$ cat config.mk
export PLATFORM = sky130hd
export DESIGN_NAME = abc_instr_fetch
export DESIGN_NICKNAME = d
export VERILOG_FILES = /design/src/rtl/abc_fetch_pkg.sv /design/src/rtl/abc_fetch_slot.sv /design/src/rtl/abc_instr_fetch.sv
export SDC_FILE = /design/constraint.sdc
export NUM_CORES = 1
export LEC_CHECK = 0
export ABC_CLOCK_PERIOD_IN_PS = 2440
export CAP_MARGIN = 20
export CORE_MARGIN = 4
export CORE_UTILIZATION = 39
export CTS_BUF_LIST = sky130_fd_sc_hd__clkbuf_8 sky130_fd_sc_hd__clkbuf_16
export DETAILED_ROUTE_END_ITERATION = 8
export GPL_TIMING_DRIVEN = 0
export PLACE_DENSITY = 0.82
export SYNTH_ARGS = -nofsm -noshare
export SYNTH_HDL_FRONTEND = slang
export SYNTH_SLANG_ARGS = --single-unit
export TNS_END_PERCENT = 5
$ cat constraint.sdc
create_clock -name CLK -period 2.44 [get_ports CLK]
set_clock_uncertainty 0.05 [all_clocks]
set_input_delay 0.366 -clock CLK [delete_from_list [all_inputs] [get_ports CLK]]
set_output_delay 0.366 -clock CLK [all_outputs]
set_load 0.03 [all_outputs]
$ cat src/rtl/abc_fetch_pkg.sv
// abc_fetch_pkg: shared types and defaults for the instruction fetch slice.
// Holds the fetch FSM state enum plus default widths and reset address.
package abc_fetch_pkg;

  typedef enum logic [1:0] {
    IDLE,
    REQ,
    WAIT,
    HOLD
  } fetch_state_e;

  localparam int unsigned ICWIDTH_DEF    = 8;
  localparam int unsigned IWWIDTH_DEF    = 58;
  localparam int unsigned RESET_ADDR_DEF = 0;

endpackage

$ cat src/rtl/abc_fetch_slot.sv
// abc_fetch_slot: one instruction + PC holding register with a valid flag.
// Ports: clk_i, rst_i; load_i (wins over clr_i), clr_i; instr_i/pc_i in;
// valid_o, instr_o, pc_o out. Clearing drops valid only.
module abc_fetch_slot
  import abc_fetch_pkg::*;
#(
  parameter int unsigned AW = ICWIDTH_DEF,
  parameter int unsigned DW = IWWIDTH_DEF
) (
  input  logic          clk_i,
  input  logic          rst_i,
  input  logic          load_i,
  input  logic          clr_i,
  input  logic [DW-1:0] instr_i,
  input  logic [AW-1:0] pc_i,
  output logic          valid_o,
  output logic [DW-1:0] instr_o,
  output logic [AW-1:0] pc_o
);

  logic          valid_q;
  logic [DW-1:0] instr_q;
  logic [AW-1:0] pc_q;

  always_ff @(posedge clk_i or posedge rst_i) begin
    if (rst_i) begin
      valid_q <= 1'b0;
      instr_q <= '0;
      pc_q    <= '0;
    end else if (load_i) begin
      valid_q <= 1'b1;
      instr_q <= instr_i;
      pc_q    <= pc_i;
    end else if (clr_i) begin
      valid_q <= 1'b0;
    end
  end

  assign valid_o = valid_q;
  assign instr_o = instr_q;
  assign pc_o    = pc_q;

endmodule

$ cat src/rtl/abc_instr_fetch.sv
// abc_instr_fetch: PC owner and NVM fetch sequencer feeding decode via
// valid/ready. Ports: CLK, RST (async high), RUN; NVM_START/NVM_ADDRESS out,
// NVM_STALL/NVM_INSTRUCTION in; INSTR_VALID/INSTR/INSTR_PC out, INSTR_READY,
// JUMP, JUMP_ADDR in. Define ABC_FETCH_PREFETCH_EN for a speculative slot.
module abc_instr_fetch
  import abc_fetch_pkg::*;
#(
  parameter int unsigned ICWIDTH    = ICWIDTH_DEF,
  parameter int unsigned IWWIDTH    = IWWIDTH_DEF,
  parameter int unsigned RESET_ADDR = RESET_ADDR_DEF
) (
  input  logic               CLK,
  input  logic               RST,
  input  logic               RUN,
  output logic               NVM_START,
  output logic [ICWIDTH-1:0] NVM_ADDRESS,
  input  logic               NVM_STALL,
  input  logic [IWWIDTH-1:0] NVM_INSTRUCTION,
  output logic               INSTR_VALID,
  input  logic               INSTR_READY,
  output logic [IWWIDTH-1:0] INSTR,
  output logic [ICWIDTH-1:0] INSTR_PC,
  input  logic               JUMP,
  input  logic [ICWIDTH-1:0] JUMP_ADDR
);

  typedef logic [ICWIDTH-1:0] pc_t;
  localparam pc_t RST_PC = pc_t'(RESET_ADDR);

  fetch_state_e state_q, state_d;
  pc_t          pc_q, pc_d;
  pc_t          addr_q, addr_d;
  logic         hs, cap;

  logic               s0_valid, s0_load, s0_clr;
  logic [IWWIDTH-1:0] s0_instr, s0_din;
  pc_t                s0_pc, s0_pin;

  assign hs  = s0_valid & INSTR_READY;
  assign cap = (state_q == WAIT) & ~NVM_STALL;

  assign NVM_START   = (state_q == REQ);
  assign NVM_ADDRESS = addr_q;
  assign INSTR_VALID = s0_valid;
  assign INSTR       = s0_instr;
  assign INSTR_PC    = s0_pc;

  abc_fetch_slot #(.AW(ICWIDTH), .DW(IWWIDTH)) u_slot0 (
    .clk_i   (CLK),
    .rst_i   (RST),
    .load_i  (s0_load),
    .clr_i   (s0_clr),
    .instr_i (s0_din),
    .pc_i    (s0_pin),
    .valid_o (s0_valid),
    .instr_o (s0_instr),
    .pc_o    (s0_pc)
  );

  always_ff @(posedge CLK or posedge RST) begin
    if (RST) begin
      state_q <= IDLE;
      pc_q    <= RST_PC;
      addr_q  <= RST_PC;
    end else begin
      state_q <= state_d;
      pc_q    <= pc_d;
      addr_q  <= addr_d;
    end
  end

`ifdef ABC_FETCH_PREFETCH_EN

  // pc_q is the next sequential address to request; drop_q marks an
  // outstanding speculative fetch made stale by a taken jump.
  logic               s1_valid, s1_load, s1_clr;
  logic [IWWIDTH-1:0] s1_instr;
  pc_t                s1_pc;
  logic               drop_q, drop_d;
  logic               redirect, keep, busy_nx, v0_nx, v1_nx;
  pc_t                base_pc;

  abc_fetch_slot #(.AW(ICWIDTH), .DW(IWWIDTH)) u_slot1 (
    .clk_i   (CLK),
    .rst_i   (RST),
    .load_i  (s1_load),
    .clr_i   (s1_clr),
    .instr_i (NVM_INSTRUCTION),
    .pc_i    (addr_q),
    .valid_o (s1_valid),
    .instr_o (s1_instr),
    .pc_o    (s1_pc)
  );

  always_ff @(posedge CLK or posedge RST) begin
    if (RST) drop_q <= 1'b0;
    else     drop_q <= drop_d;
  end

  always_comb begin
    state_d  = state_q;
    addr_d   = addr_q;
    drop_d   = drop_q;
    s0_din   = NVM_INSTRUCTION;
    s0_pin   = addr_q;
    s0_load  = 1'b0;
    redirect = hs & JUMP;
    keep     = cap & ~drop_q & ~redirect;
    base_pc  = redirect ? JUMP_ADDR : pc_q;
    pc_d     = base_pc;
    s0_clr   = hs;
    s1_clr   = hs;
    s1_load  = keep & s0_valid & ~hs;
    if (hs & s1_valid & ~JUMP) begin
      s0_load = 1'b1;
      s0_din  = s1_instr;
      s0_pin  = s1_pc;
    end else if (keep & (~s0_valid | hs)) begin
      s0_load = 1'b1;
    end
    v0_nx   = s0_load | (s0_valid & ~s0_clr);
    v1_nx   = s1_load | (s1_valid & ~s1_clr);
    busy_nx = (state_q == REQ) | ((state_q == WAIT) & NVM_STALL);
    if (busy_nx) begin
      state_d = WAIT;
      drop_d  = drop_q | redirect;
    end else begin
      drop_d = 1'b0;
      if (RUN & ~(v0_nx & v1_nx)) begin
        state_d = REQ;
        addr_d  = base_pc;
        pc_d    = base_pc + pc_t'(1);
      end else if (v0_nx | v1_nx) begin
        state_d = HOLD;
      end else begin
        state_d = IDLE;
      end
    end
  end

`else

  always_comb begin
    state_d = state_q;
    pc_d    = pc_q;
    addr_d  = addr_q;
    s0_load = 1'b0;
    s0_clr  = 1'b0;
    s0_din  = NVM_INSTRUCTION;
    s0_pin  = addr_q;
    unique case (state_q)
      IDLE: begin
        if (RUN) begin
          state_d = REQ;
          addr_d  = pc_q;
        end
      end
      REQ: state_d = WAIT;
      WAIT: begin
        if (cap) begin
          state_d = HOLD;
          s0_load = 1'b1;
        end
      end
      HOLD: begin
        if (hs) begin
          s0_clr = 1'b1;
          pc_d   = JUMP ? JUMP_ADDR : s0_pc + pc_t'(1);
          if (RUN) begin
            state_d = REQ;
            addr_d  = pc_d;
          end else begin
            state_d = IDLE;
          end
        end
      end
      default: state_d = IDLE;
    endcase
  end

`endif

endmodule

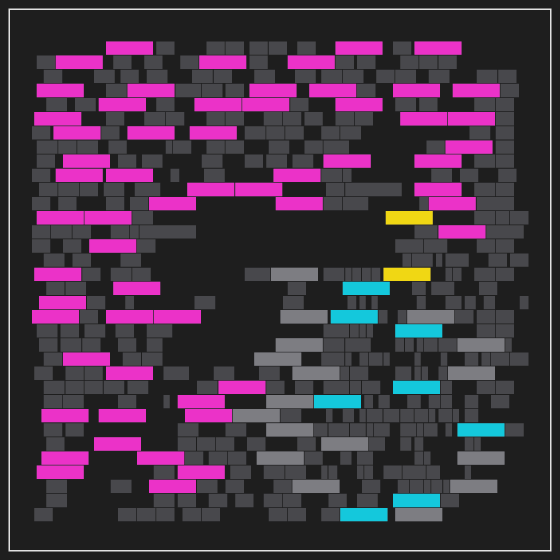
(run_1/registers.png)
Other sequential cells in the stronger gray, the rest of the logic in the fainter gray.
[cyan] pc_q | placed flops: 8
[yellow] state_q | placed flops: 2
[magenta] u_slot0.instr_o | placed flops: 58 | where: spread over the die

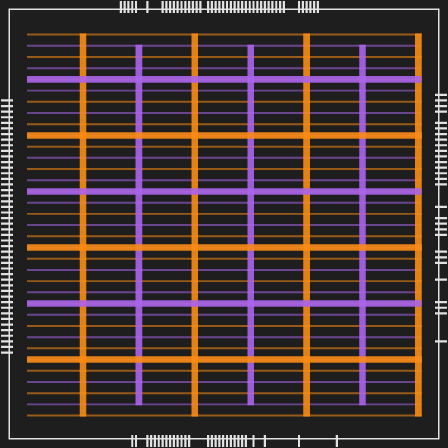
(run_1/pdn.png)
Pins as bars on the die edge.
[purple] VDD
[orange] VSS
met4 straps: 7
signal pins: 148

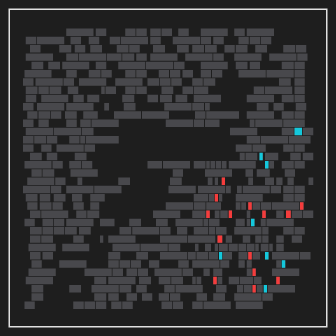
(run_1/gate_families.png)
[red] NAND gates | cells: 14 | most used: nand2_1
[cyan] inverters | cells: 8 | most used: inv_1

==> out/results.ini, run 1 <==
[outcome]
status=completed

[pwr]
netSwitchingPower_w=0.00321
sw_frac_of_total_pct=40.3
p_comb_share_pct=54.2
p_int_w=0.00475
total_power_w=0.00796
p_per_area_nw_per_um2=1460

[synth]
yosys_area_um2=3590
avgSynthCellArea_um2=13.7
top_cells_by_area=dfrtp_1, mux2_2, ha_1
yosys_warnings=0
top_logic_kind=multiplexers
synth_seq_share_pct=59.3
ys.flops=85
yosys.area.top_type_share_pct=59.3
top_cells_by_count=dfrtp_1, mux2_2, nand2_1, buf_2
synthDistinctLibCells=36
ys_sh_mux_pct=22.5
synth-edff-count=0
ys_sh_aoi_pct=7.36
ff_type=dfrtp_1

[routing]
routed-wl-met3_um=820
drc_errors=0
ant_nets=0
vias_per_cell=5.02
wl_met1_um=3530
wl_met2_um=4450
wl_per_cell_um=16.8

[floorplan]
num_io_pins=148
core_um2=8850
initCoreUtil_pct=40.5
dieHeight_um=104

[min_path]
min-delay-path-class=input pin to async pin

[critical_path]
critPathRequiredTime_ns=2.02
worst_setup_path_end_kind=output pin
crit_arrival_ns=1.66
path_class=flip-flop to output pin

[sta]
setup_tns_ns=0
relSlewSlack_pct=73.1
worst_slack_ns=0.360
hold_viol=0
period_used_pct=85.2
slew_viol_final=0
rsz0062_at_grt=no

[grt]
grtUsageTotal_pct=17.2
use_met1_pct=20.2
grt_use_met2_pct=28.7
antenna_found_initial=0
grt_max_degree=44
grt_remaining_overflow=0
grt.busiest_layer=met2
grt_pass1_wl_um=14900
grt_pass1_vias=2952
grt_util_met3_pct=6.64

[cells_and_area]
mostFrequentLayoutCell=clkdlybuf4s50_1
fill_cells=707
post-route-util_pct=61.5
layout_top_cells=clkdlybuf4s50_1, dfrtp_1, mux2_2
stdcell_count=533

[flow_run]
maxCapViolations=0
warning_count=29

[clocking]
root_buffer=clkbuf_8
cts_buffers=9
postCtsSetupBuffers=0
post_cts_resized=0
htreeDepth=3
insertion_delay_ns=0.34

[placed_design]
gp_congestion=0.794
dpl.hpwl_um=6790

run 1: power groups by stage:
stage / Clock (W) / Sequential (W) / Combinational [W]
after floorplan: 0 / 0.00378 / 0.00136
after CTS: 0.00111 / 0.00258 / 0.00437
final: 0.00108 / 0.00257 / 0.00432
after detailed placement: 0 / 0.00260 / 0.00435
after global placement: 0 / 0.00255 / 0.00428
after global routing: 0.00118 / 0.00267 / 0.00458
run 1: cell type report:
| cell class | count | area [um^2] | area share [%] |
|---|---|---|---|
| clock inverter | 6 | 80.1 | 1.47 |
| multi-input combinational | 154 | 1340 | 24.6 |
| timing repair buffer | 148 | 1500 | 27.6 |
| tap | 108 | 135 | 2.48 |
| clock buffer | 10 | 138 | 2.53 |
| sequential | 85 | 2130 | 39.1 |
| buffer | 14 | 90.1 | 1.65 |
| inverter | 8 | 33.8 | 0.621 |
run 1: worst paths after layout:
kind	to	cells past startpoint	slack, ns	from
max	NVM_START	3	0.36	state_q[1]
min	u_slot0.instr_o[7]	2	0.24	RST
max reg2reg	u_slot0.instr_o[50]	7	0.50	state_q[0]
min reg2reg	pc_q[3]	1	0.43	pc_q[3]
max in group asynchronous	u_slot0.instr_o[44]	3	1.66	RST
min in group CLK	pc_q[3]	1	0.43	pc_q[3]
run 1: state kept, by name, summed over array words and instances (netlist names):
name	flops
u_slot0.instr_o	58
NVM_ADDRESS	8
pc_q	8
u_slot0.pc_o	8
state_q	2
u_slot0.valid_o	1
run 1: critical path, stage by stage, from the launching register on:
cell and delay [ns]:
dfrtp_1 0.43, inv_1 0.09, ha_1 0.14, clkdlybuf4s50_1 0.67
==> inputs of run 2 (changes only) <==
Settings changed: ABC_AREA set to 1, RECOVER_POWER set to 50.
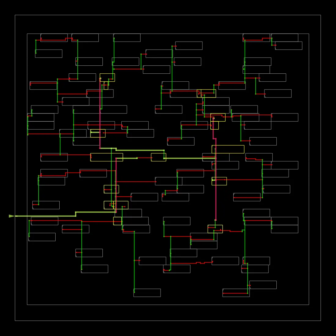
(run_2/final_clocks.png)
clk_lat worst skew: 0.34 ns
CTS sink cnt: 85
clock buffer count: 9
clock-net power: 0.00107 W
CTS Buf Count: 9

==> run 2 against run 1 <==
Core utilization is 0.13 points lower. Clock power hardly changed. Die area is 0.80% higher. Via count is 7.2% higher. Critical path depth stayed put.
==> out/results.ini, run 2 <==
[outcome]
status=completed

[synth]
ys_sh_aoi_pct=4.29
yosys_warnings=0
yosys.area.top_type_share_pct=58.8
synth-edff-count=0
yosys_area_um2=3620
top_cells_by_area=dfrtp_1, mux2_2, nand2_1
avgSynthCellArea_um2=11.5
synth_seq_share_pct=58.8
top_cells_by_count=dfrtp_1, nand2_1, mux2_2, nor2_1, inv_1
ys.flops=85
ys_sh_mux_pct=18.7
synthDistinctLibCells=24

[routing]
drc_errors=0
ant_nets=0

[cells_and_area]
fill_cells=719
mostFrequentLayoutCell=clkdlybuf4s50_1
largest_reg_flops=58
layout_top_cells=clkdlybuf4s50_1, dfrtp_1, nand2_1

[grt]
grt_remaining_overflow=0
grtUsageTotal_pct=16.6
grt_pass1_vias=2900
antenna_found_initial=0
grt_max_degree=34

[pwr]
total_power_w=0.00786
netSwitchingPower_w=0.00330
seq-power_w=0.00253
vdd_ir_drop_max_v=0.000644
power_leader=combinational logic
p_comb_share_pct=54.2
comb_cell_power_w=0.00426
p_int_w=0.00456

[placed_design]
dpl.hpwl_um=6980
gp_congestion=0.820

[floorplan]
dieHeight_um=104
num_io_pins=148
initCoreUtil_pct=40.7

[critical_path]
path_class=flip-flop to output pin
regToRegSetupSlack_ns=0.37
critPathMaxStageDelay_ns=0.66
critPathRequiredTime_ns=2.02
r2r.worst_path.cells=10
worst_setup_path_end_kind=output pin
crit_family=buffers and inverters
path_cells=inv_1 > ha_1 > clkdlybuf4s50_1
critPathBufInv=2
crit_arrival_ns=1.66
slowest_stage=clkdlybuf4s50_1

[flow_run]
warning_count=29

[clocking]
post_cts_resized=0
htreeDepth=3
postCtsSetupBuffers=0
clockBufferDepth=2

[sta]
slew_viol_final=0
period_used_pct=85.2
relSlewSlack_pct=16.9
hold_viol=0

[min_path]
min-delay-path-class=flip-flop to flip-flop
worstHoldPathCells=2

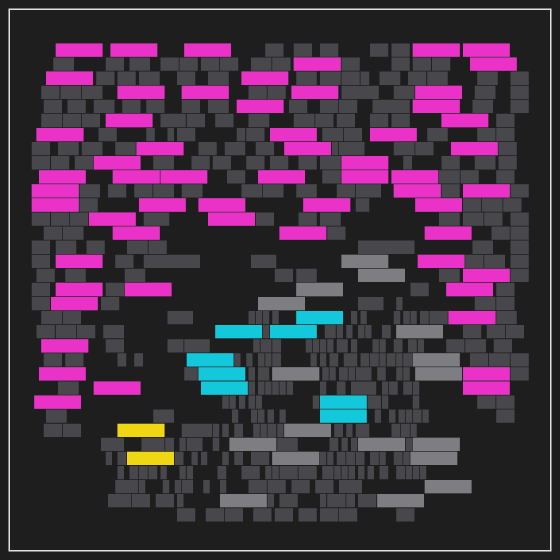
(run_2/registers.png)
Other sequential cells in the stronger gray, the rest of the logic in the fainter gray.
[yellow] state_q | placed flops: 2
[magenta] u_slot0.instr_o | placed flops: 58
[cyan] pc_q | placed flops: 8

## run 2: cell types whose count changed after synthesis, moves of 4 or more
cell,previous run,this run
inv_1,8,15
inv_2,0,7
mux2_1,0,12
mux2_2,68,48
mux2i_1,4,0
nand2_1,12,65
nand3_1,2,13
nor2_1,8,16
nor2_2,0,4
nor2b_1,5,0
o21ai_0,6,12
## run 2: layout make-up
class                      count  area [um^2]  area share [%]
buffer                        11         57.6            1.05
clock buffer                   9          124            2.27
clock inverter                 7         91.3            1.67
inverter                      22         83.8            1.54
multi-input combinational    197         1330            24.3
sequential                    85         2130            39.0
tap                          108          135            2.48
timing repair buffer         149         1510            27.7
## run 2: final timing paths
check                      startpoint                   to
setup reg to reg           state_q[0]       NVM_ADDRESS[4]
hold / removal                pc_q[6]              pc_q[6]
hold reg to reg               pc_q[6]              pc_q[6]
setup / recovery           state_q[1]            NVM_START
min in group asynchronous         RST       NVM_ADDRESS[5]
max in group asynchronous         RST  u_slot0.instr_o[22]
## run 2: cells by family after synthesis
logic type / count (synthesis)
simple gates: 103
flops: 85
mux: 60
buf+inv: 33
compound gates: 28
fa+ha+maj: 5
xor+xnor: 1
## run 2: per-layer routing
metal	track usage (%)	vias up	part of all wire, %
li1	-	1359	-
met1	20.0	1383	38
met2	28.9	117	53
met3	4.41	9	7.9
met4	4.94	0	0.86
met5	0	-	0
## run 2: through the flow
step                cell area, um^2  cells  hold WS [ns]  utilization, %  worst slack, ns
finish                         5460    588         0.438            61.4            0.361
global route                   5460    588         0.460            61.4            0.178
CTS                            5480    588         0.393            61.7            0.325
detailed placement             5270    572         0.418            59.2            0.401
global placement               5230    570         0.411            58.8            0.114
floorplan                      3620    315         0.394               -            0.912
==> run_2/met1.png <==
Supply wires on this layer in gray.
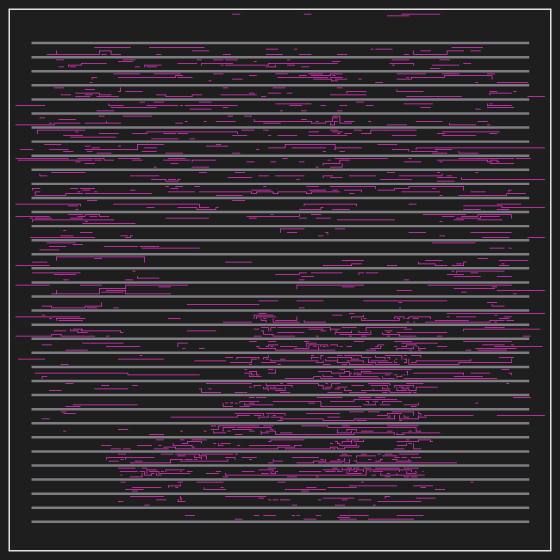

==> inputs of run 3 (changes only) <==
Settings changed: PLACE_DENSITY 0.82 to 0.77, TNS_END_PERCENT 5 to 50.
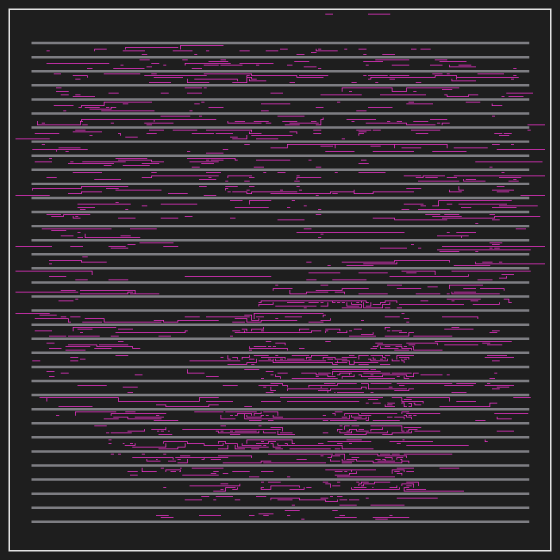
(run_3/met1.png)
Supply wires on this layer in gray.
main direction: horizontal
nets with wire on the layer: 480

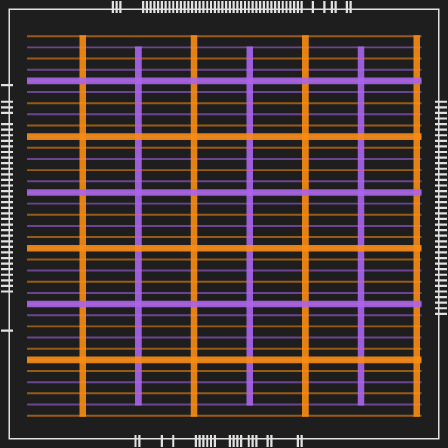
(run_3/pdn.png)
Pins as bars on the die edge.
[purple] VDD
[orange] VSS
met1 rails: 35
met4 straps: 7
rows: 34
signal pins: 148
met5 straps: 6

==> run 3 against run 2 <==
Power is 0.68% lower. Combinational power fell by 0.9%. Non-clock buffer count stayed put. Critical path depth rose by 4. Synthesized cell count unchanged. Sequential cell count unchanged.
==> out/results.ini, run 3 <==
[sta]
hold_viol=0
worst_slack_ns=0.340
period_used_pct=86.1
relSlewSlack_pct=40.8
setup_tns_ns=0
rsz0062_at_grt=no
whs_ns=0.436
slew_viol_final=0

[grt]
grt_pass1_vias=2991
grt_use_met2_pct=29.0
use_met1_pct=19.3
grt.busiest_layer=met2
grt_max_degree=37
grt_pass1_wl_um=14600
antenna_found_initial=0
grt_remaining_overflow=0
grtUsageTotal_pct=16.5
grt_util_met3_pct=5.03

[floorplan]
num_io_pins=148
core_um2=8890
dieHeight_um=104
initCoreUtil_pct=40.7

[routing]
drt_iter0_drc=93
wl_met1_um=3420
top_layer_used=met4
wl_met2_um=4500
wl_um=8840
routed-wl-met3_um=768
wl_per_cell_um=15.1
vias_per_cell=4.79
drc_errors=0
ant_nets=0

[synth]
top_cells_by_area=dfrtp_1, mux2_2, nand2_1
yosys_area_um2=3620
synth_seq_share_pct=58.8
synth-edff-count=0
yosys_warnings=0
top_cells_by_count=dfrtp_1, nand2_1, mux2_2, nor2_1, inv_1
avgSynthCellArea_um2=11.5
ys.flops=85
yosysTopAreaCell=dfrtp_1
ff_type=dfrtp_1
yosys.area.top_type_share_pct=58.8
syn_inst=315
synthDistinctLibCells=24

[cells_and_area]
stdcell_count=586
fin_nets=552
layout_top_cells=clkdlybuf4s50_1, dfrtp_1, nand2_1
register_area_um2=2130
syn_to_final_growth_pct=50.0
mostFrequentLayoutCell=clkdlybuf4s50_1
fill_cells=727
mi_logic_area_um2=1310
largest_reg_flops=58

[critical_path]
worst_setup_path_end_kind=flip-flop
critPathMaxStageDelay_ns=0.53
path_cells=ha_1 > clkbuf_1 > inv_2 > nor3_2 > inv_2 > nand2_1 > nand2_1
crit_arrival_ns=2.27
crit_family=simple AND/OR/NAND/NOR gates
path_class=flip-flop to flip-flop
slowest_stage=nor3_2
critPathRequiredTime_ns=2.61
critPathBufInv=3
cp_max_fo=10

[outcome]
status=completed

[clocking]
clockBufferDepth=2
root_buffer=clkbuf_8
postCtsSetupBuffers=0
cts_buffers=9
htreeDepth=3
insertion_delay_ns=0.34
post_cts_resized=0
clock_sinks=85

[pwr]
sw_frac_of_total_pct=41.6
p_per_area_nw_per_um2=1440
p_int_w=0.00456
p_comb_share_pct=54.0
netSwitchingPower_w=0.00325
vdd_ir_drop_max_v=0.000618

[flow_run]
warning_count=29
maxCapViolations=0

[placed_design]
dpl.hpwl_um=6970
dp.cells=572
gp_congestion=0.802
preCtsSetupSlack_ns=0.433

[min_path]
min-delay-path-class=flip-flop to flip-flop

run 3: cell counts after synthesis:
Identical to the previous run, type by type.
run 3: layout make-up:
type,count,area share [%]
Sequential cell,85,39.2
Tap cell,108,2.49
Buffer,11,1.06
Timing Repair Buffer,149,27.6
Inverter,22,1.55
Multi-Input combinational cell,197,24.2
Clock inverter,4,1.36
Clock buffer,10,2.54
run 3: per-stage QoR:
stage               area [um^2]  util [%]  total power, W
global placement           5230      58.8         0.00681
detailed placement         5270      59.2         0.00695
floorplan                  3620         -         0.00514
CTS                        5480      61.6         0.00804
finish                     5430      61.0         0.00781
global route               5430      61.0         0.00831
run 3: path summary, 6_finish.rpt:
kind	from	endpoint	slack (ns)	cells past startpoint
worst max-delay path	state_q[0]	pc_q[2]	0.34	7
worst min-delay path	pc_q[5]	pc_q[5]	0.44	2
worst max register to register	state_q[0]	pc_q[2]	0.34	7
worst min register to register	pc_q[5]	pc_q[5]	0.44	2
max in group asynchronous	RST	u_slot0.instr_o[47]	0.44	4
min in group asynchronous	RST	u_slot0.instr_o[21]	0.51	2
run 3: logic make-up (layout without fill, tap and decap cells):
group / after synthesis / after routing / synth area share [%]
multiplexers: 60 / 60 / 18.7
flip-flops: 85 / 85 / 58.8
adder cells (fa/ha/maj): 5 / 5 / 1.73
XOR/XNOR: 1 / 1 / 0.242
buffers and inverters: 33 / 196 / 4.08
AND/OR/NAND/NOR: 103 / 103 / 12.2
AND-OR/OR-AND: 28 / 28 / 4.29
run 3: power groups by stage:
stage,clock (W),sequential [W],combinational (W)
floorplan,0,0.00376,0.00139
global placement,0,0.00251,0.00430
detailed placement,0,0.00256,0.00438
CTS,0.00110,0.00254,0.00439
global route,0.00116,0.00263,0.00451
finish,0.00106,0.00253,0.00422
Power is estimated from default activity; no workload was simulated.
